### config.mk
export PLATFORM = sky130hd
export DESIGN_NAME = pc_sequencer
export DESIGN_NICKNAME = d
export VERILOG_FILES = /design/src/rtl/pc_sequencer_pkg.sv /design/src/rtl/pc_sequencer_sat_counter.sv /design/src/rtl/pc_sequencer.sv
export SDC_FILE = /design/constraint.sdc
export NUM_CORES = 1
export LEC_CHECK = 0
export CORE_ASPECT_RATIO = 0.8
export CORE_MARGIN = 3
export CORE_UTILIZATION = 41
export CTS_CLUSTER_SIZE = 12
export DETAILED_ROUTE_END_ITERATION = 12
export PLACE_DENSITY = 0.86
export SYNTH_ARGS = -nofsm -noshare
export SYNTH_HDL_FRONTEND = slang
export SYNTH_SLANG_ARGS = --single-unit
export TNS_END_PERCENT = 5
### constraint.sdc
create_clock -name CLOCK -period 1.69 [get_ports CLOCK]
set_input_delay 0.169 -clock CLOCK [delete_from_list [all_inputs] [get_ports CLOCK]]
set_output_delay 0.169 -clock CLOCK [all_outputs]
set_load 0.02 [all_outputs]
### src/rtl/pc_sequencer_pkg.sv
// pc_sequencer_pkg: shared constants and state encoding for the PC sequencer.
package pc_sequencer_pkg;

  localparam int XLEN = 32;

  // Canonical NOP (addi x0, x0, 0) that flushed pipeline registers hold
  localparam logic [XLEN-1:0] NOP_INSTR = 32'h0000_0013;

  typedef enum logic [1:0] {
    HOLD  = 2'd0,
    RUN   = 2'd1,
    STALL = 2'd2
  } seq_state_t;

  // Clears the two low address bits so that a fetch address is always word aligned
  function automatic logic [XLEN-1:0] word_align(input logic [XLEN-1:0] addr);
    return {addr[XLEN-1:2], 2'b00};
  endfunction

endpackage

### src/rtl/pc_sequencer_sat_counter.sv
// sat_counter: up-counter that sticks at its all-ones value instead of wrapping.
module sat_counter #(
  parameter int WIDTH = 16
) (
  input  logic             CLOCK,
  input  logic             RESET,
  input  logic             INC,
  output logic [WIDTH-1:0] COUNT
);

  logic [WIDTH-1:0] count_reg;

  // Count enabled cycles; once full, further increments are dropped
  always_ff @(posedge CLOCK or posedge RESET) begin
    if (RESET) begin
      count_reg <= '0;
    end else if (INC && (count_reg != '1)) begin
      count_reg <= count_reg + WIDTH'(1);
    end
  end

  assign COUNT = count_reg;

endmodule

### src/rtl/pc_sequencer.sv
// pc_sequencer: fetch-address sequencer and pipeline enable/flush control.
// Holds fetch for HOLD_CYCLES after reset, then steps PC by 4, handling global
// stalls, load-use bubbles and EX redirects.
// Optional feature macro: PC_SEQ_TRAP_EN (misaligned redirects trap to TRAP_VECTOR).
module pc_sequencer
  import pc_sequencer_pkg::*;
#(
  parameter logic [XLEN-1:0] RESET_VECTOR = 32'h0000_0000,
  parameter int              HOLD_CYCLES  = 2,
  parameter logic [XLEN-1:0] TRAP_VECTOR  = 32'h0000_0100
) (
  input  logic            CLOCK,
  input  logic            RESET,
  input  logic            IMEM_BUSYWAIT,
  input  logic            DMEM_BUSYWAIT,
  input  logic            MULDIV_BUSY,
  input  logic            LOAD_USE,
  input  logic            BRANCH_TAKEN,
  input  logic [XLEN-1:0] BRANCH_TARGET,
  output logic [XLEN-1:0] PC,
  output logic [XLEN-1:0] PC_PLUS4,
  output logic            IFID_EN,
  output logic            IDEX_EN,
  output logic            IFID_FLUSH,
  output logic            IDEX_FLUSH,
  output logic [15:0]     STALL_CNT,
  output logic            MISALIGN_EXC
);

  seq_state_t      state_reg, state_next;
  logic [3:0]      hold_cnt_reg, hold_cnt_next;
  logic [XLEN-1:0] pc_reg, pc_next;
  logic [XLEN-1:0] redirect_pc;
  logic            misaligned;
  logic            misalign_next;
  logic            gs;
  logic            stall_inc;

  assign gs = IMEM_BUSYWAIT | DMEM_BUSYWAIT | MULDIV_BUSY;

`ifdef PC_SEQ_TRAP_EN
  assign misaligned  = (BRANCH_TARGET[1:0] != 2'b00);
  assign redirect_pc = misaligned ? TRAP_VECTOR : BRANCH_TARGET;
`else
  assign misaligned  = 1'b0;
  assign redirect_pc = word_align(BRANCH_TARGET);
  // Constants and target bits with no consumer when trapping is disabled
  logic unused_cfg;
  assign unused_cfg = ^{TRAP_VECTOR, NOP_INSTR, BRANCH_TARGET[1:0]};
`endif

  // Next-state and output decode; a stall overrides RUN in the same cycle,
  // and a STALL with the stall source gone behaves as RUN for that edge
  always_comb begin
    state_next    = state_reg;
    hold_cnt_next = hold_cnt_reg;
    pc_next       = pc_reg;
    misalign_next = 1'b0;
    stall_inc     = 1'b0;
    IFID_EN       = 1'b0;
    IDEX_EN       = 1'b0;
    IFID_FLUSH    = 1'b0;
    IDEX_FLUSH    = 1'b0;
    case (state_reg)
      HOLD: begin
        IFID_FLUSH = 1'b1;
        IDEX_FLUSH = 1'b1;
        pc_next    = RESET_VECTOR;
        if (hold_cnt_reg == 4'(HOLD_CYCLES - 1)) begin
          state_next    = RUN;
          hold_cnt_next = 4'd0;
        end else begin
          hold_cnt_next = hold_cnt_reg + 4'd1;
        end
      end
      RUN, STALL: begin
        if (gs) begin
          state_next = STALL;
          stall_inc  = 1'b1;
        end else begin
          state_next = RUN;
          if (BRANCH_TAKEN) begin
            pc_next       = redirect_pc;
            misalign_next = misaligned;
            IFID_EN       = 1'b1;
            IDEX_EN       = 1'b1;
            IFID_FLUSH    = 1'b1;
            IDEX_FLUSH    = 1'b1;
          end else if (LOAD_USE) begin
            IDEX_EN    = 1'b1;
            IDEX_FLUSH = 1'b1;
          end else begin
            pc_next = pc_reg + 32'd4;
            IFID_EN = 1'b1;
            IDEX_EN = 1'b1;
          end
        end
      end
      default: begin
        state_next    = HOLD;
        hold_cnt_next = 4'd0;
      end
    endcase
  end

  // State, hold counter and PC registers; reset restarts the hold sequence
  always_ff @(posedge CLOCK or posedge RESET) begin
    if (RESET) begin
      state_reg    <= HOLD;
      hold_cnt_reg <= 4'd0;
      pc_reg       <= RESET_VECTOR;
    end else begin
      state_reg    <= state_next;
      hold_cnt_reg <= hold_cnt_next;
      pc_reg       <= pc_next;
    end
  end

`ifdef PC_SEQ_TRAP_EN
  logic misalign_reg;

  // One-cycle exception pulse accompanying a trapped redirect
  always_ff @(posedge CLOCK or posedge RESET) begin
    if (RESET) begin
      misalign_reg <= 1'b0;
    end else begin
      misalign_reg <= misalign_next;
    end
  end

  assign MISALIGN_EXC = misalign_reg;
`else
  logic unused_misalign;
  assign unused_misalign = misalign_next;
  assign MISALIGN_EXC    = 1'b0;
`endif

  sat_counter #(
    .WIDTH(16)
  ) u_stall_cnt (
    .CLOCK(CLOCK),
    .RESET(RESET),
    .INC  (stall_inc),
    .COUNT(STALL_CNT)
  );

  assign PC       = pc_reg;
  assign PC_PLUS4 = pc_reg + 32'd4;

endmodule

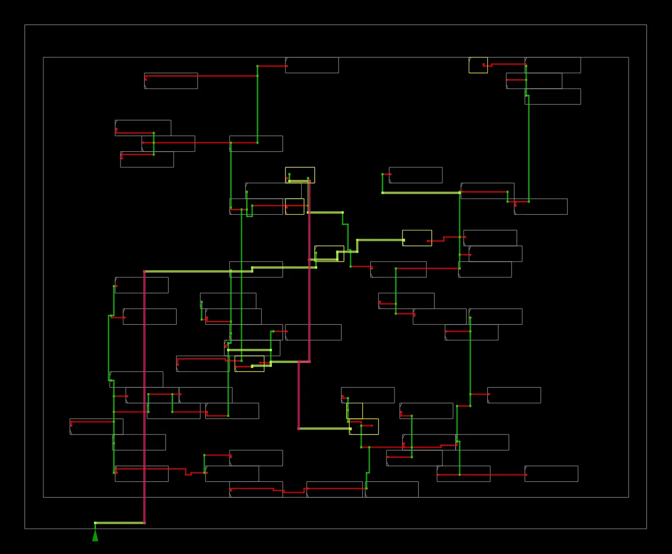
**Above:** clock wiring as the flow saved it.
Clock Skews: 0.0138 ns
num sequential: 52
final-layout clock buffer total: 5
Skew-Pair Late Insertion Delay: 0.33 ns
total CTS buffers: 5

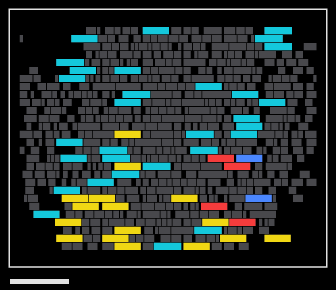
**Above:** sequential cells coloured by netlist name.
The bar under the picture is 20 um long. Other cells in grey.
legend:
  yellow:
    netlist_name: `u_stall_cnt.COUNT`
    sequential_cells: 16
  red:
    netlist_name: `hold_cnt_reg`
    sequential_cells: 4
  cyan:
    netlist_name: `PC`
    sequential_cells: 30
    where: spread over the die
  blue:
    netlist_name: `state_reg`
    sequential_cells: 2
Final Util: 78.5%
storage element area: 0.00132 sq mm
flop share of the area: 21.8%
seq pwr: 1.75 mW

==> out/summary.rpt <==
===============================================================================
Mux cell area share                                                      0.629%
Number of DRC markers after the initial detailed-route iteration            478
Combinational cell area excluding buffers and inverters            0.00237 sq mm
First-pass GRT wire length                                             22500 um
Final worst setup slack                                               -0.587 ns
CP Cell Sequence                                                   nand3_2 > nor2_1 > buf_4 > nand2_2 > buf_4 > buf_4 > buf_4 > buf_4 > o31ai_1 > a22o_1
Slowest library cell on the worst path                             sky130_fd_sc_hd__dfrtp_1
Status                                                             finished, violations left
EDFF count, synth                                                             0
HPWL reported at the end of detailed placement                          9770 um
Crit path depth                                                              10
#MultiIn Comb                                                               295
Number of setup violations in the final report                               77
Non-clock inverter count in the final layout                                 15
Peak-usage layer in the global routing report                              met2
Violated checks                                                    negative setup slack
Total inserted antenna cells                                                  0
Clock buffer depth                                                            2
Final design instance area without fill                            0.00605 sq mm
Initial antenna violation count                                               0
Top cell type by instance count after synthesis                    sky130_fd_sc_hd__dfrtp_1
Top cells by area in the synthesized netlist                       sky130_fd_sc_hd__dfrtp_1 38%, sky130_fd_sc_hd__xnor2_1 8.3%, sky130_fd_sc_hd__o21ai_0 4.9%
===============================================================================
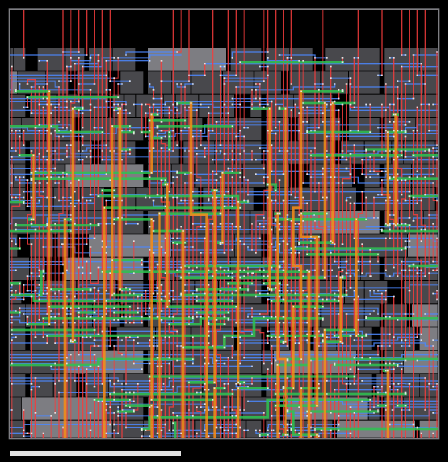
**Above:** layout detail.
The bar under the picture is 20 um long. Region (29, 36) to (79, 86) um. Cells in grey, sequential cells in the stronger grey; small squares are vias.
legend:
  green:
    layer: M3
  orange:
    layer: M4
  blue:
    layer: M1
  red:
    layer: M2
cells with their middle in the window: 218
netlist names of flops here include: `PC` (9)
sequential cells in the window: 11
most frequent: buf_4 (61), nand2_1 (14), clkdlybuf4s50_1 (14)

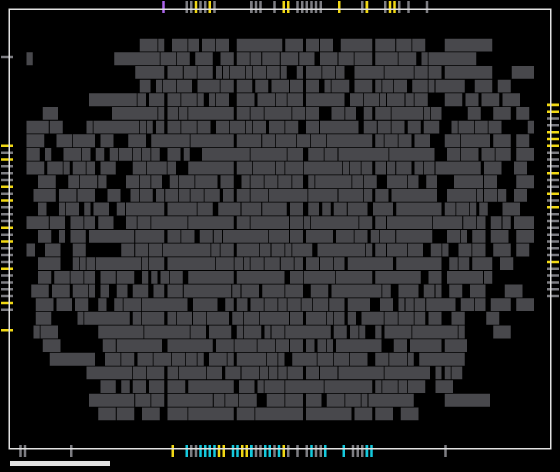
**Above:** pin map.
The bar under the picture is 20 um long. Pins as bars across the die edge, other pins in grey.
legend:
  cyan:
    port: `STALL_CNT`
    pins: 16
    direction: output
    edge: bottom
  purple:
    port: `MISALIGN_EXC`
    pins: 1
    direction: output
    edge: top
  yellow:
    port: `PC`
    pins: 32
    direction: output
    edge: 9 right, 9 left, 8 top, 6 bottom
number of I/O port buffers: 116
Vert. Die Dim: 87.2 um
Chip Width: 108 um

No activity file was given, so power comes from the tool's default toggle rates.
